### src/rtl/brownout_margin_ctrl.sv
// Brown-out / under-voltage detector sequencer: settles the analog block, scans vtrip
// codes 0..7 for supply margin, then programs a guarded threshold and monitors for events.
//
// state    | meaning
// ---------+-----------------------------------------------------------
// IDLE     | detector off, waiting for start
// SETTLE   | ena high, waiting for bias/bandgap to settle
// STEP     | vtrip just changed, waiting for the comparator to follow
// SAMPLE   | accumulating vunder over the sample window for this code
// DONE     | publish margin, program guarded vtrip (one cycle)
// MONITOR  | detector running at guarded vtrip, edge-detecting events
module brownout_margin_ctrl #(
  parameter int SETTLE_CYC = 64,
  parameter int STEP_CYC   = 16,
  parameter int SAMPLES    = 4,
  parameter int GUARD      = 1
) (
  input  logic       clk,
  input  logic       rst,
  input  logic       start,
  input  logic       stop,
  input  logic [2:0] cfg_otrip,
  input  logic       vunder_async,
  input  logic       out_async,
  output logic       ena,
  output logic [2:0] vtrip,
  output logic [2:0] otrip,
  output logic       force_ena_rc_osc,
  output logic       busy,
  output logic [3:0] margin_code,
  output logic       margin_valid,
  output logic       scan_fail,
  output logic       irq_vunder,
  output logic       irq_brownout
);

  localparam int CNT_MAX = (SETTLE_CYC > STEP_CYC) ? SETTLE_CYC : STEP_CYC;
  localparam int CW      = $clog2(CNT_MAX + 1);

  typedef enum logic [2:0] {
    S_IDLE, S_SETTLE, S_STEP, S_SAMPLE, S_DONE, S_MONITOR
  } state_t;

  state_t            state;
  logic [CW-1:0]     cnt;
  logic [3:0]        scnt;
  logic [2:0]        code;
  logic              fail_flag;
  logic              vu_s1, vu_s, bo_s1, bo_s;
  logic              vu_d, bo_d;
  logic signed [4:0] guard_diff;

  always_ff @(posedge clk or posedge rst) begin
    if (rst) begin
      vu_s1 <= 1'b0;
      vu_s  <= 1'b0;
      bo_s1 <= 1'b0;
      bo_s  <= 1'b0;
    end else begin
      vu_s1 <= vunder_async;
      vu_s  <= vu_s1;
      bo_s1 <= out_async;
      bo_s  <= bo_s1;
    end
  end

  always_ff @(posedge clk or posedge rst) begin
    if (rst) otrip <= 3'd0;
    else     otrip <= ena ? cfg_otrip : 3'd0;
  end

  // Signed so a small margin saturates the monitor threshold at code 0.
  assign guard_diff = $signed({1'b0, margin_code}) - $signed(5'd1) - $signed(5'(GUARD));
  assign busy = (state == S_SETTLE) || (state == S_STEP) || (state == S_SAMPLE);

  always_ff @(posedge clk or posedge rst) begin
    if (rst) begin
      state            <= S_IDLE;
      cnt              <= '0;
      scnt             <= 4'd0;
      code             <= 3'd0;
      fail_flag        <= 1'b0;
      vu_d             <= 1'b0;
      bo_d             <= 1'b0;
      ena              <= 1'b0;
      vtrip            <= 3'd0;
      force_ena_rc_osc <= 1'b0;
      margin_code      <= 4'd0;
      margin_valid     <= 1'b0;
      scan_fail        <= 1'b0;
      irq_vunder       <= 1'b0;
      irq_brownout     <= 1'b0;
    end else begin
      irq_vunder   <= 1'b0;
      irq_brownout <= 1'b0;
      if (stop) begin
        state            <= S_IDLE;
        cnt              <= '0;
        scnt             <= 4'd0;
        code             <= 3'd0;
        fail_flag        <= 1'b0;
        ena              <= 1'b0;
        vtrip            <= 3'd0;
        force_ena_rc_osc <= 1'b0;
        margin_code      <= 4'd0;
        margin_valid     <= 1'b0;
        scan_fail        <= 1'b0;
      end else if (start) begin
        // Restart keeps ena high so the detector bias is never interrupted.
        state            <= S_SETTLE;
        cnt              <= CW'(SETTLE_CYC - 1);
        code             <= 3'd0;
        ena              <= 1'b1;
        vtrip            <= 3'd0;
        force_ena_rc_osc <= 1'b1;
        margin_valid     <= 1'b0;
        scan_fail        <= 1'b0;
      end else begin
        case (state)
          S_SETTLE: begin
            if (cnt == '0) begin
              state <= S_STEP;
              code  <= 3'd0;
              vtrip <= 3'd0;
              cnt   <= CW'(STEP_CYC - 1);
            end else begin
              cnt <= cnt - CW'(1);
            end
          end
          S_STEP: begin
            if (cnt == '0) begin
              state     <= S_SAMPLE;
              fail_flag <= 1'b0;
              scnt      <= 4'(SAMPLES - 1);
            end else begin
              cnt <= cnt - CW'(1);
            end
          end
          S_SAMPLE: begin
            if (scnt == 4'd0) begin
              if (fail_flag || vu_s) begin
                margin_code <= {1'b0, code};
                state       <= S_DONE;
              end else if (code == 3'd7) begin
                margin_code <= 4'd8;
                state       <= S_DONE;
              end else begin
                code  <= code + 3'd1;
                vtrip <= code + 3'd1;
                cnt   <= CW'(STEP_CYC - 1);
                state <= S_STEP;
              end
            end else begin
              fail_flag <= fail_flag | vu_s;
              scnt      <= scnt - 4'd1;
            end
          end
          S_DONE: begin
            margin_valid     <= 1'b1;
            scan_fail        <= (margin_code == 4'd0);
            vtrip            <= (guard_diff < 0) ? 3'd0 : guard_diff[2:0];
            force_ena_rc_osc <= 1'b0;
            // Preload so a level already high on entry is not reported as an edge.
            vu_d             <= vu_s;
            bo_d             <= bo_s;
            state            <= S_MONITOR;
          end
          S_MONITOR: begin
            irq_vunder   <= vu_s & ~vu_d;
            irq_brownout <= bo_s & ~bo_d;
            vu_d         <= vu_s;
            bo_d         <= bo_s;
          end
          default: state <= S_IDLE;
        endcase
      end
    end
  end

endmodule

### config.mk
export PLATFORM = sky130hd
export DESIGN_NAME = brownout_margin_ctrl
export DESIGN_NICKNAME = d
export VERILOG_FILES = /design/src/rtl/brownout_margin_ctrl.sv
export SDC_FILE = /design/constraint.sdc
export NUM_CORES = 1
export LEC_CHECK = 0
export CAP_MARGIN = 20
export CORE_MARGIN = 2
export CORE_UTILIZATION = 61
export CTS_BUF_LIST = sky130_fd_sc_hd__clkbuf_8
export DETAILED_ROUTE_END_ITERATION = 6
export PLACE_DENSITY = 0.87
export REMOVE_ABC_BUFFERS = 1
export SKIP_CTS_REPAIR_TIMING = 1
export SLEW_MARGIN = 20
export SYNTH_ARGS = -nofsm -noshare
export SYNTH_HDL_FRONTEND = slang
export SYNTH_SLANG_ARGS = --single-unit
### constraint.sdc
create_clock -name clk -period 3 [get_ports clk]
set_input_delay 0.45 -clock clk [delete_from_list [all_inputs] [get_ports clk]]
set_output_delay 0.45 -clock clk [all_outputs]
set_load 0.03 [all_outputs]
==> run_results.csv <==
group,metric,value,unit
synthesis,synthAoiAreaFrac,0.199,
pwr,p_seq_frac,0.495,
worst_setup_path,end_kind,"output port",
synthesis,synthSimpleGateAreaFrac,0.189,
synthesis,ys_cells,208,
synthesis,syn_inst,208,
pwr,swShare,0.266,
synthesis,synth.avg_cell_area,9.93,um2
sta,hold_viol,0,
clocking,path_clk_slew,0.07,ns
hold_path,holdCritPathClass,"flop to flop",
drt,drc,0,
grt,grt_max_degree,41,
sta,holdWs,0.353,ns
worst_setup_path,crit_path_frequent_cell,"nor2_1",
clocking,root_buffer,"clkbuf_8",
worst_setup_path,critPathArrivalTime,1.90,ns
clocking,cts.sinks,40,
flow_run,warnings,27,
synthesis,ys_area,0.00206,mm2
status,status,"finished, final reports clean",
die,die_y,62.2,um
==> power groups by stage <==
stage          Combinational, uW  Clock (uW)  Sequential (uW)
2_1_floorplan                121           0              616
3_3_place_gp                 186           0              612
4_1_cts                      192         431              604
3_5_place_dp                 191           0              615
6_report                     193         424              604
5_1_grt                      214         450              609
==> sequential cells by signal (all words and copies together), names as in the netlist <==
register	cells
cnt	7
margin_valid	1
vtrip	3
force_ena_rc_osc	1
ena	1
vu_s	1
otrip	3
scan_fail	1
irq_brownout	1
state	3
margin_code	4
scnt	4
vu_s1	1
bo_d	1
fail_flag	1
irq_vunder	1
code	3
bo_s1	1
bo_s	1
vu_d	1
==> per-stage QoR <==
stage	setup slack [ns]	total power, uW	utilization	area, um2	cells
after global routing	0.569	1270	0.751	2470	282
after CTS	0.674	1230	0.751	2470	282
after global placement	0.768	798	0.718	2360	274
final	0.650	1220	0.751	2470	282
after detailed placement	0.745	805	0.718	2360	274
after floorplan	0.696	737	-	2020	199
==> synth_stat cells, types with 2 or more instances <==
| cell | number |
|---|---|
| dfrtp_1 | 40 |
| o21a_1 | 2 |
| nand2_1 | 11 |
| mux2_2 | 9 |
| a22oi_1 | 3 |
| clkbuf_1 | 5 |
| buf_2 | 2 |
| nor2_1 | 31 |
| inv_1 | 11 |
| nand3_1 | 2 |
| a221oi_1 | 2 |
| a21oi_1 | 13 |
| nor3_1 | 9 |
| nor3b_1 | 5 |
| or2_2 | 2 |
| and3_1 | 2 |
| a211oi_1 | 11 |
| nand2b_1 | 3 |
| o21ai_0 | 5 |
| ha_1 | 6 |
| a31oi_1 | 2 |
| and2_1 | 4 |
| o22ai_1 | 3 |
| a211oi_2 | 2 |
| a21o_1 | 2 |
==> cell type report <==
class                           instances  area [um2]  share of cell area
Inverter                               11        41.3              0.0167
Tap cell                               46        57.6              0.0233
Multi-Input combinational cell        148         978               0.397
Clock inverter                          3        38.8              0.0157
Sequential cell                        40        1000               0.406
Clock buffer                            5        68.8              0.0279
Timing Repair Buffer                   29         280               0.114
==> kinds of logic (layout without fill, tap and decap cells) <==
kind of cell | Yosys count | count (layout)
adders and majority gates | 6 | 6
and+or+nand+nor | 77 | 77
DFF | 40 | 40
buffers and inverters | 20 | 48
muxes | 9 | 9
AOI/OAI and AO/OA | 56 | 56
==> metal layers <==
metal  vias to the layer above  track usage  part of all wire  wire [um]
met5                         -            0                 0          0
met4                         0        0.122             0.017         74
met3                        12       0.0435             0.060        265
met2                        59        0.393              0.47       2070
met1                       825        0.341              0.45       1990
li1                        802            -                 -          -
==> path summary, 6_finish.rpt <==
path,startpoint,to,slack (ns),cells after the start
setup / recovery,state[0],busy,0.65,3
hold / removal,bo_s1,bo_s,0.35,0
setup reg to reg,cnt[0],scnt[1],0.77,7
hold reg to reg,bo_s1,bo_s,0.35,0
max in group asynchronous,rst,vtrip[2],2.09,3
min in group asynchronous,rst,bo_d,0.58,3
==> worst register-to-register path: stages, from the launching register on <==
cell,delay (ns)
dfrtp_1,0.41
inv_1,0.07
ha_1,0.17
nor3b_1,0.42
nand3_1,0.26
a211oi_2,0.48
nor2_1,0.09
a311oi_1,0.24
M1 wires:
The bar under the picture is 20 um long.
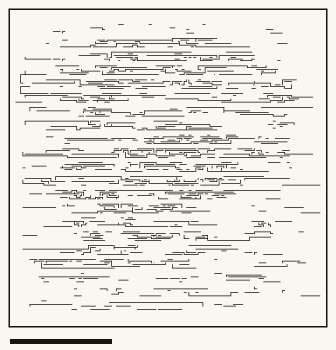
The longest straight run is 18.4 um. The layer holds 45% of the routed length.
via count: 1698
WL final: 4400 um
met1 usage in global routing: 0.341

Metal 2:
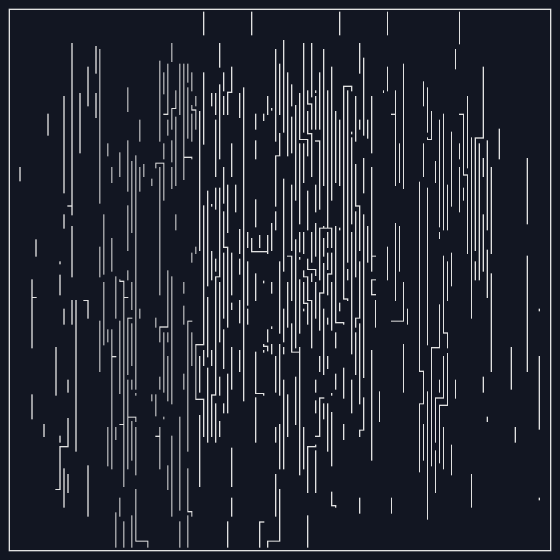
The layer carries 2070 um of wire. 212 nets have wire on it.
met2 GRT Util: 0.393

M3 wires:
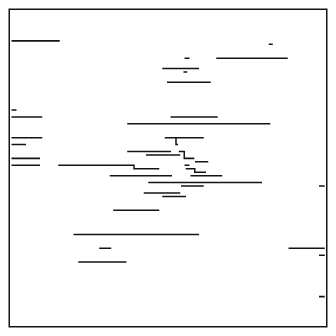
The wires run mostly horizontal. The layer carries 266 um of wire. The layer holds 6.1% of the routed length. The longest straight run is 27.8 um. 29 nets have wire on it.
met3 usage: 0.0435

Power is estimated from default activity; no workload was simulated.
